[src/rtl/instr_sequencer_pkg.sv]
//------------------------------------------------------------------------------
// Module  : instr_sequencer_pkg
// Purpose : Shared opcode map, ALU flag bit positions, instruction classes and
//           the decode helpers used by the instruction sequencer.
// Rev     : 1.0 - initial release
//------------------------------------------------------------------------------
`default_nettype none

package instr_sequencer_pkg;

    // Opcode map (6-bit opcode field, instr[15:10])
    //   6'b00xxxx : ALU, register B-source
    //   6'b01xxxx : ALU, immediate B-source (operand_q)
    //   everything not listed below is illegal and executes as a NOP
    localparam logic [1:0] c_OP_ALU_PFX  = 2'b00;
    localparam logic [1:0] c_OP_ALUI_PFX = 2'b01;
    localparam logic [5:0] c_OP_LOAD     = 6'h20;
    localparam logic [5:0] c_OP_STORE    = 6'h21;
    localparam logic [5:0] c_OP_BRA      = 6'h28;
    localparam logic [5:0] c_OP_BRZ      = 6'h29;
    localparam logic [5:0] c_OP_BRN      = 6'h2A;
    localparam logic [5:0] c_OP_BRC      = 6'h2B;
    localparam logic [5:0] c_OP_BRO      = 6'h2C;
    localparam logic [5:0] c_OP_CALL     = 6'h30;
    localparam logic [5:0] c_OP_RET      = 6'h31;
    localparam logic [5:0] c_OP_HLT      = 6'h3F;

    // Bit positions inside the 4-bit ALU flag vector
    localparam int c_FLAG_Z = 3;
    localparam int c_FLAG_N = 2;
    localparam int c_FLAG_C = 1;
    localparam int c_FLAG_O = 0;

    typedef enum logic [3:0] {
        CL_ALU     = 4'd0,
        CL_ALUI    = 4'd1,
        CL_LOAD    = 4'd2,
        CL_STORE   = 4'd3,
        CL_BRANCH  = 4'd4,
        CL_CALL    = 4'd5,
        CL_RET     = 4'd6,
        CL_HLT     = 4'd7,
        CL_ILLEGAL = 4'd8
    } iclass_t;

    function automatic iclass_t classify(input logic [5:0] op);
        iclass_t cl;
        cl = CL_ILLEGAL;
        if (op[5:4] == c_OP_ALU_PFX) begin
            cl = CL_ALU;
        end else if (op[5:4] == c_OP_ALUI_PFX) begin
            cl = CL_ALUI;
        end else begin
            case (op)
                c_OP_LOAD:  cl = CL_LOAD;
                c_OP_STORE: cl = CL_STORE;
                c_OP_BRA, c_OP_BRZ, c_OP_BRN,
                c_OP_BRC, c_OP_BRO: cl = CL_BRANCH;
                c_OP_CALL:  cl = CL_CALL;
                c_OP_RET:   cl = CL_RET;
                c_OP_HLT:   cl = CL_HLT;
                default:    cl = CL_ILLEGAL;
            endcase
        end
        return cl;
    endfunction

    // Branch condition evaluated against the latched flag register
    function automatic logic branch_taken(input logic [5:0] op,
                                          input logic [3:0] fl);
        logic t;
        t = 1'b0;
        case (op)
            c_OP_BRA: t = 1'b1;
            c_OP_BRZ: t = fl[c_FLAG_Z];
            c_OP_BRN: t = fl[c_FLAG_N];
            c_OP_BRC: t = fl[c_FLAG_C];
            c_OP_BRO: t = fl[c_FLAG_O];
            default:  t = 1'b0;
        endcase
        return t;
    endfunction

endpackage

`default_nettype wire

[src/rtl/instr_sequencer_call_stack.sv]
//------------------------------------------------------------------------------
// Module  : call_stack
// Purpose : LIFO return-address stack for CALL/RET.
// Ports   : clk, rst        - clock, asynchronous active-high reset
//           push, push_data - store push_data on top (ignored when full)
//           pop             - discard top entry (ignored when empty)
//           full, empty     - occupancy status
//           data            - current top-of-stack entry
// Rev     : 1.0 - initial release
//------------------------------------------------------------------------------
`default_nettype none

module call_stack
    import instr_sequencer_pkg::*;
#(
    parameter int STK_DEPTH = 4,
    parameter int PC_W      = 10
) (
    input  logic            clk,
    input  logic            rst,
    input  logic            push,
    input  logic [PC_W-1:0] push_data,
    input  logic            pop,
    output logic            full,
    output logic            empty,
    output logic [PC_W-1:0] data
);

    localparam int PTR_W = $clog2(STK_DEPTH);
    localparam logic [PTR_W:0]   c_FULL    = (PTR_W+1)'(STK_DEPTH);
    localparam logic [PTR_W:0]   c_CNT_ONE = (PTR_W+1)'(1);
    localparam logic [PTR_W-1:0] c_IDX_ONE = PTR_W'(1);

    // One extra count bit distinguishes full from empty
    logic [PTR_W:0]   r_cnt;
    logic [PC_W-1:0]  r_mem [STK_DEPTH];
    logic [PTR_W-1:0] w_top;
    logic             w_do_push;
    logic             w_do_pop;

    assign full      = (r_cnt == c_FULL);
    assign empty     = (r_cnt == '0);
    assign w_do_push = push && !full;
    assign w_do_pop  = pop && !empty;
    assign w_top     = r_cnt[PTR_W-1:0] - c_IDX_ONE;
    assign data      = r_mem[w_top];

    always_ff @(posedge clk or posedge rst) begin
        if (rst) begin
            r_cnt <= '0;
        end else if (w_do_push) begin
            r_cnt <= r_cnt + c_CNT_ONE;
        end else if (w_do_pop) begin
            r_cnt <= r_cnt - c_CNT_ONE;
        end
    end

    // Storage needs no reset: entries are only read below the count
    always_ff @(posedge clk) begin
        if (w_do_push) begin
            r_mem[r_cnt[PTR_W-1:0]] <= push_data;
        end
    end

endmodule

`default_nettype wire

[src/rtl/instr_sequencer.sv]
//------------------------------------------------------------------------------
// Module  : instr_sequencer
// Purpose : Multi-cycle instruction sequencer: FETCH/DECODE/EXEC/MEM/WB/HALT
//           with conditional branches, CALL/RET return stack and halting on
//           HLT or stack misuse.
// Ports   : clk, rst            - clock, asynchronous active-high reset
//           imem_req/imem_ack   - instruction fetch handshake, address = pc
//           instr               - fetched word {opcode[15:10], operand[9:0]}
//           RD/WR/dmem_ack      - data-memory request strobes and completion
//           flags / flags_q     - ALU flags in / latched flag register
//           opcode_q/operand_q  - instruction in flight
//           immediate, alu_op   - ALU controls during EXEC
//           reg_we              - register-file write strobe in WB
//           halt, stk_err       - terminal stop / sticky stack error
// Rev     : 1.0 - initial release
//------------------------------------------------------------------------------
`default_nettype none

module instr_sequencer
    import instr_sequencer_pkg::*;
#(
    parameter int PC_W      = 10,
    parameter int STK_DEPTH = 4
) (
    input  logic            clk,
    input  logic            rst,
    input  logic            imem_ack,
    input  logic [15:0]     instr,
    input  logic            dmem_ack,
    input  logic [3:0]      flags,
    output logic            imem_req,
    output logic [PC_W-1:0] pc,
    output logic [5:0]      opcode_q,
    output logic [9:0]      operand_q,
    output logic            immediate,
    output logic            alu_op,
    output logic            RD,
    output logic            WR,
    output logic            reg_we,
    output logic [3:0]      flags_q,
    output logic            halt,
    output logic            stk_err
);

    typedef enum logic [2:0] {
        S_FETCH  = 3'd0,
        S_DECODE = 3'd1,
        S_EXEC   = 3'd2,
        S_MEM    = 3'd3,
        S_WB     = 3'd4,
        S_HALT   = 3'd5
    } state_t;

    localparam logic [PC_W-1:0] c_PC_ONE = PC_W'(1);

    state_t          r_state;
    state_t          w_state_nxt;
    logic [PC_W-1:0] r_pc;
    logic [PC_W-1:0] w_pc_nxt;
    logic [PC_W-1:0] w_pc_inc;
    logic [PC_W-1:0] w_target;
    logic [5:0]      r_opcode;
    logic [9:0]      r_operand;
    logic [3:0]      r_flags;
    logic            r_stk_err;

    iclass_t         w_class;
    logic            w_latch;
    logic            w_flags_we;
    logic            w_err_set;
    logic            w_push;
    logic            w_pop;
    logic            w_stk_full;
    logic            w_stk_empty;
    logic [PC_W-1:0] w_stk_data;

    assign w_class  = classify(r_opcode);
    assign w_pc_inc = r_pc + c_PC_ONE;   // wraps modulo 2^PC_W
    assign w_target = PC_W'(r_operand);

    call_stack #(
        .STK_DEPTH (STK_DEPTH),
        .PC_W      (PC_W)
    ) u_call_stack (
        .clk       (clk),
        .rst       (rst),
        .push      (w_push),
        .push_data (w_pc_inc),
        .pop       (w_pop),
        .full      (w_stk_full),
        .empty     (w_stk_empty),
        .data      (w_stk_data)
    );

    //--------------------------------------------------------------------------
    // State and datapath registers
    //--------------------------------------------------------------------------
    always_ff @(posedge clk or posedge rst) begin
        if (rst) begin
            r_state   <= S_FETCH;
            r_pc      <= '0;
            r_opcode  <= '0;
            r_operand <= '0;
            r_flags   <= '0;
            r_stk_err <= 1'b0;
        end else begin
            r_state <= w_state_nxt;
            r_pc    <= w_pc_nxt;
            if (w_latch) begin
                r_opcode  <= instr[15:10];
                r_operand <= instr[9:0];
            end
            if (w_flags_we) begin
                r_flags <= flags;
            end
            if (w_err_set) begin
                r_stk_err <= 1'b1;
            end
        end
    end

    //--------------------------------------------------------------------------
    // Next state, pc update and Moore strobes
    //--------------------------------------------------------------------------
    always_comb begin
        w_state_nxt = r_state;
        w_pc_nxt    = r_pc;
        w_latch     = 1'b0;
        w_flags_we  = 1'b0;
        w_err_set   = 1'b0;
        w_push      = 1'b0;
        w_pop       = 1'b0;
        imem_req    = 1'b0;
        alu_op      = 1'b0;
        immediate   = 1'b0;
        RD          = 1'b0;
        WR          = 1'b0;
        reg_we      = 1'b0;

        case (r_state)
            S_FETCH: begin
                // Held low while reset is asserted so that every strobe reads
                // zero during reset; the request then rises immediately on
                // release rather than one cycle later.
                imem_req = !rst;
                if (imem_ack) begin
                    w_latch     = 1'b1;
                    w_state_nxt = S_DECODE;
                end
            end

            S_DECODE: begin
                w_state_nxt = S_EXEC;
            end

            S_EXEC: begin
                case (w_class)
                    CL_ALU, CL_ALUI: begin
                        alu_op      = 1'b1;
                        immediate   = (w_class == CL_ALUI);
                        w_flags_we  = 1'b1;
                        w_state_nxt = S_WB;
                    end
                    CL_LOAD, CL_STORE: begin
                        w_state_nxt = S_MEM;
                    end
                    CL_BRANCH: begin
                        w_pc_nxt    = branch_taken(r_opcode, r_flags) ? w_target : w_pc_inc;
                        w_state_nxt = S_FETCH;
                    end
                    CL_CALL: begin
                        if (w_stk_full) begin
                            w_err_set   = 1'b1;
                            w_state_nxt = S_HALT;
                        end else begin
                            w_push      = 1'b1;
                            w_pc_nxt    = w_target;
                            w_state_nxt = S_FETCH;
                        end
                    end
                    CL_RET: begin
                        if (w_stk_empty) begin
                            w_err_set   = 1'b1;
                            w_state_nxt = S_HALT;
                        end else begin
                            w_pop       = 1'b1;
                            w_pc_nxt    = w_stk_data;
                            w_state_nxt = S_FETCH;
                        end
                    end
                    CL_HLT: begin
                        w_state_nxt = S_HALT;
                    end
                    default: begin
                        // Illegal opcodes fall through as a NOP
                        w_pc_nxt    = w_pc_inc;
                        w_state_nxt = S_FETCH;
                    end
                endcase
            end

            S_MEM: begin
                // Only LOAD or STORE can reach this state
                RD = (w_class == CL_LOAD);
                WR = (w_class == CL_STORE);
                if (dmem_ack) begin
                    if (w_class == CL_LOAD) begin
                        w_state_nxt = S_WB;
                    end else begin
                        w_pc_nxt    = w_pc_inc;
                        w_state_nxt = S_FETCH;
                    end
                end
            end

            S_WB: begin
                reg_we      = 1'b1;
                w_pc_nxt    = w_pc_inc;
                w_state_nxt = S_FETCH;
            end

            S_HALT: begin
                w_state_nxt = S_HALT;
            end

            default: begin
                w_state_nxt = S_FETCH;
            end
        endcase
    end

    assign pc        = r_pc;
    assign opcode_q  = r_opcode;
    assign operand_q = r_operand;
    assign flags_q   = r_flags;
    assign stk_err   = r_stk_err;
    assign halt      = (r_state == S_HALT);

endmodule

`default_nettype wire

[config.mk]
export PLATFORM = sky130hd
export DESIGN_NAME = instr_sequencer
export DESIGN_NICKNAME = d
export VERILOG_FILES = /design/src/rtl/instr_sequencer_pkg.sv /design/src/rtl/instr_sequencer_call_stack.sv /design/src/rtl/instr_sequencer.sv
export SDC_FILE = /design/constraint.sdc
export NUM_CORES = 1
export LEC_CHECK = 0
export CAP_MARGIN = 25
export CORE_UTILIZATION = 57
export CTS_CLUSTER_DIAMETER = 60
export CTS_CLUSTER_SIZE = 8
export DETAILED_ROUTE_END_ITERATION = 7
export PLACE_DENSITY_LB_ADDON = 0.05
export SLEW_MARGIN = 15
export SYNTH_ARGS = -nofsm -noshare
export SYNTH_HDL_FRONTEND = slang
export SYNTH_SLANG_ARGS = --single-unit
[constraint.sdc]
create_clock -name clk -period 5.41 [get_ports clk]
set_input_delay 1.082 -clock clk [delete_from_list [all_inputs] [get_ports clk]]
set_output_delay 1.082 -clock clk [all_outputs]
set_load 0.01 [all_outputs]
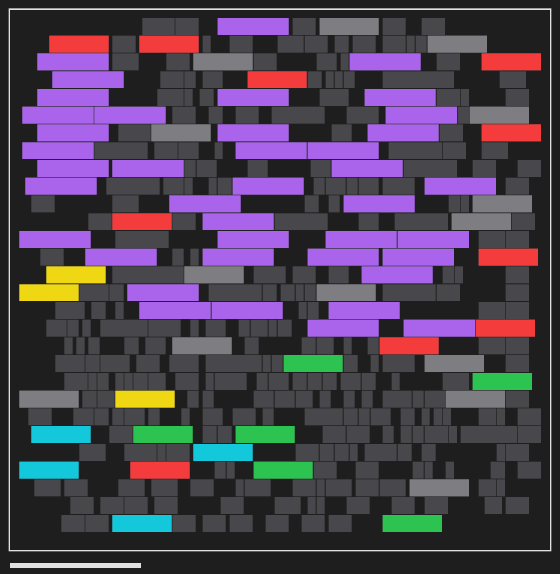
Figure 1: where the registers sit.
Bar = 20 um. Other sequential cells in the stronger gray, the rest of the logic in the fainter gray.
[cyan] flags_q | placed flops: 4 | where: lower left
[yellow] u_call_stack.r_cnt | placed flops: 3
[purple] u_call_stack.r_mem | placed flops: 40
[red] operand_q | placed flops: 10
[green] opcode_q | placed flops: 6

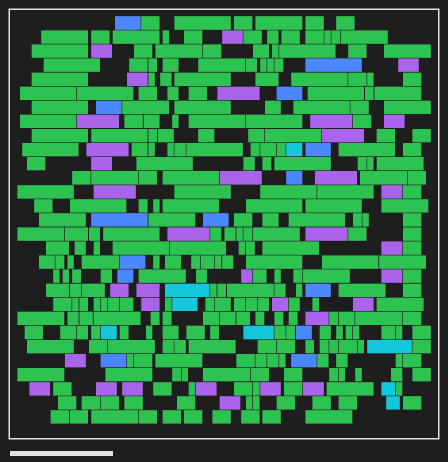
Figure 2: drive-strength map.
Bar = 20 um.
[green] x1 and smaller | cells: 292 | share: 84% | most used: clkdlybuf4s50_1
[blue] x6 and larger | cells: 14 | share: 4.0% | most used: clkbuf_8
[cyan] x3 and x4 | cells: 8 | share: 2.3%
[purple] x2 | cells: 34 | share: 9.8% | most used: mux2_2

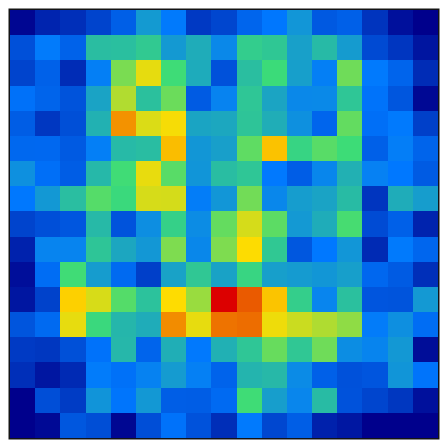
Figure 3: wire density map.
The die is cut into 17 by 17 equal tiles; dark blue is low, red is high, scaled to the fullest tile. Values are wire area over tile area, all layers added.
fullest tile: 0.59
mean over tiles: 0.19
nearly empty tiles: 3.5%
tiles over half the peak: 17%

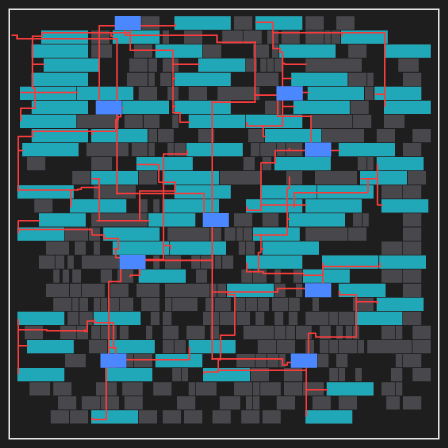
Figure 4: clock wires, drivers and flops.
[red] clock wires | length: 958 um
[cyan] flip-flops | count: 77
[blue] clock-net drivers | count: 9
flops lie: spread over the die

==> results_slide.txt <==
Key Metrics from the Run

Floorplan
  – Cell Rows: 29
  – Die ar.: 0.00685 mm^2
  – Die y size: 82.8 um
  – CORE AREA: 0.00631 mm^2
  – Die Span X: 82.8 um
  – FP Util: 58.9%
  – Total I/O pin count: 62

Logic synthesis
  – Synthesis Warnings: 0
  – Yosys cell types: 55
  – Syn avg cell area: 13.1 um^2
  – Yosys aoi share: 9.69%
  – Main synth FF type: edfxtp_1
  – Most frequent cell after synthesis: edfxtp_1
  – Nets at Floorplan: 314
  – FFs w/ async S/R, synth: 48.1%
  – Mapped cell area: 0.00372 mm^2
  – Post-synth area hogs: edfxtp_1 (32%), dfrtp_1 (25%), mux4_2 (6.1%)
  – Xor/xnor share: 2.36%
  – Mux frac, synth: 11.7%
  – Synthesis area per yosys: 0.00372 mm^2
  – Dominant kind of combinational cell: simple AND/OR/NAND/NOR gates
  – Synthesized flop and latch total: 77
  – Top area contributor share: 32.3%
  – Ys cells: 284
  – Seq/Total Area, Yosys: 57.2%
  – Adder-cell share of the synthesized area: 2.22%
  – Mapped Cells: 284

GRT
  – First-pass GRT wire length: 12600 um
  – Largest net degree at the start of global routing: 38
  – Number of global-route vias before repair: 2474
  – Initial antenna violation count: 0
  – Total GRT Usage: 26.2%
  – Global route overflow: 0

Placed design
  – Dpl cells: 409
  – Pre-CTS WS: 2.08 ns
  – Hpwl dp: 5420 um
  – Routability cong.: 0.788
  – Port Buffer Count: 61

Power
  – Internal power: 0.00159 W
  – Cell Pwr Density: 552 mW/mm^2
  – Combinational power share: 39.9%
  – Clock share of power: 19.8%
  – Static Leak: 1.71 nW
  – Sequential share of power: 40.3%
  – Psw: 0.000941 W

Detailed routing
  – Final antenna-violating net count: 0
  – WL/cell: 19.2 um
  – WL final: 8170 um
  – Via density: 6.15
  – Initial drt markers: 258
  – 1st-pass router iterations: 5

Cells and area
  – Area added between synthesis and finish: 23.5%
  – Final Util: 72.7%
  – Filler cells: 440
  – N_diodes: 0
  – Post-Layout Cell Count: 425
  – Nets: 373
  – Layout cells sized above 1: 16.1%
  – Storage cell area: 0.00213 mm^2

CTS
  – Post-CTS sizing: 0
  – Clock Latency Late Sink: 0.37 ns
  – Setup bufs post-CTS: 0
  – CTS HTree Levels: 3
  – Clk slew on worst S/H paths: 0.08 ns
  – Hold buffer count at CTS: 0
  – Inserted Clock Buffers: 9
  – CTS root buf: clkbuf_8
  – TritonCTS clock tree: done
  – CTS max path bufs: 2

Setup path
  – Critical Path Max Stage Delay: 0.55 ns
  – Critical path cell sequence: nand2b_1, nor4_1, nand3_1, nor2_1, clkdlybuf4s50_1
  – Reg2reg end: u_call_stack.r_cnt[2]
  – CP endpoint kind: output port
  – CP max stage cell: clkdlybuf4s50_1
  – R2r setup slk: 2.26 ns
  – Worst Setup Path Type: register to output port
  – Reg2reg path depth: 10
  – Critical path startpoint category: register
  – Crit-path max FO: 12
  – CP Data Required Time: 4.33 ns
  – Worst r2r src: r_state[1]
  – CP arrival: 2.42 ns

Worst hold path
  – Hold path cells: 1
  – Hold path start: stk_err
  – Worst hold path type: register to register
  – Worst hold path endpoint: stk_err

Final timing
  – Fin Setup TNS: 0 ns
  – Skew final: 0.0122 ns
  – Final max-slew violation count: 0
  – Worst rel slew slack: 36.4%
  – RSZ-0062 raised after global routing: false
  – Fin crit share: 64.7%
  – Post-route minimum period: 3.50 ns
  – Worst setup margin: 1.91 ns
  – Worst-Margin Slew: 0.949 ns
  – Hold Vio Cnt, Final: 0

Run status
  – Outcome: completed

Run
  – Tool warnings: 29
  – Max-cap violations: 0
-- power by group through the flow --
| stage | sequential (W) | clock, W | combinational (W) |
|---|---|---|---|
| 4_1_cts | 0.00102 | 0.000504 | 0.00101 |
| 2_1_floorplan | 0.000955 | 0 | 0.000685 |
| 3_3_place_gp | 0.00102 | 0 | 0.000981 |
| 5_1_grt | 0.00105 | 0.000531 | 0.00110 |
| 3_5_place_dp | 0.00103 | 0 | 0.00101 |
| 6_report | 0.00102 | 0.000501 | 0.00101 |
-- flip-flops by register name (all words and copies together) (netlist names) --
| register | count |
|---|---|
| opcode_q | 6 |
| u_call_stack.r_cnt | 3 |
| r_state | 3 |
| pc | 10 |
| stk_err | 1 |
| flags_q | 4 |
| u_call_stack.r_mem | 40 |
| operand_q | 10 |
-- critical path, delay by kind of cell, from the launching register on --
kind	cells	cell delay, ns
DFF	1	0.49
buffers and inverters	1	0.55
and+or+nand+nor	4	1.01
-- how the worst max path moves through the flow --
stage / startpoint / endpoint / slack (ns) / cells past startpoint
2_1_floorplan: u_call_stack.r_cnt[0] / u_call_stack.r_cnt[2] / 2.82 / 11
3_3_place_gp: rst / imem_req / 2.10 / 3
3_5_place_dp: rst / imem_req / 2.08 / 3
4_1_cts: opcode_q[4] / WR / 1.89 / 5
5_1_grt: opcode_q[4] / WR / 1.74 / 5
6_report: opcode_q[4] / WR / 1.91 / 5
-- layer usage --
metal	GRT usage, %	wire [um]	up-vias
met2	40.7	3960	117
li1	-	-	1190
met1	34.7	3560	1292
met4	9.31	119	0
met5	0	0	-
met3	8.24	530	13
-- placed cells by master (no fill, tap or decap), types with 3 or more instances in the layout --
cell	Yosys	final
a21oi_1	8	8
a222oi_1	7	7
and2_1	6	6
and3_1	5	5
clkbuf_8	0	9
clkdlybuf4s50_1	0	61
dfrtp_1	37	37
edfxtp_1	40	40
ha_1	5	5
inv_1	12	12
inv_6	0	3
mux2_2	17	17
mux4_2	10	10
nand2_1	25	25
nand2b_1	5	5
nand3_1	6	6
nand4_1	3	3
nor2_1	9	9
nor2b_1	4	4
nor3b_1	3	3
nor4_1	3	3
o21ai_0	16	16
o21ai_1	4	4
xnor2_1	8	8
-- final cells by class --
cell class,instances,share of cell area [%]
clock buffer,9,2.70
clock inverter,7,2.26
inverter,12,0.981
multi-input combinational,180,32.0
sequential,77,46.3
tap,77,2.10
timing repair buffer,63,13.6
-- per-stage QoR --
stage / area (um^2) / total power, W / hold WS (ns)
final: 4590 / 0.00253 / 0.490
after global routing: 4590 / 0.00268 / 0.507
after CTS: 4590 / 0.00253 / 0.488
after detailed placement: 4360 / 0.00204 / 0.464
after global placement: 4360 / 0.00200 / 0.463
after floorplan: 3720 / 0.00164 / 0.503
-- cell families after synthesis --
kind of cell | count (synthesis)
buffers and inverters | 27
xor gates and xnor gates | 10
DFF | 77
adders and majority gates | 6
and+or+nand+nor | 83
AOI/OAI and AO/OA | 52
muxes | 29
No activity file was given, so power comes from the tool's default toggle rates.
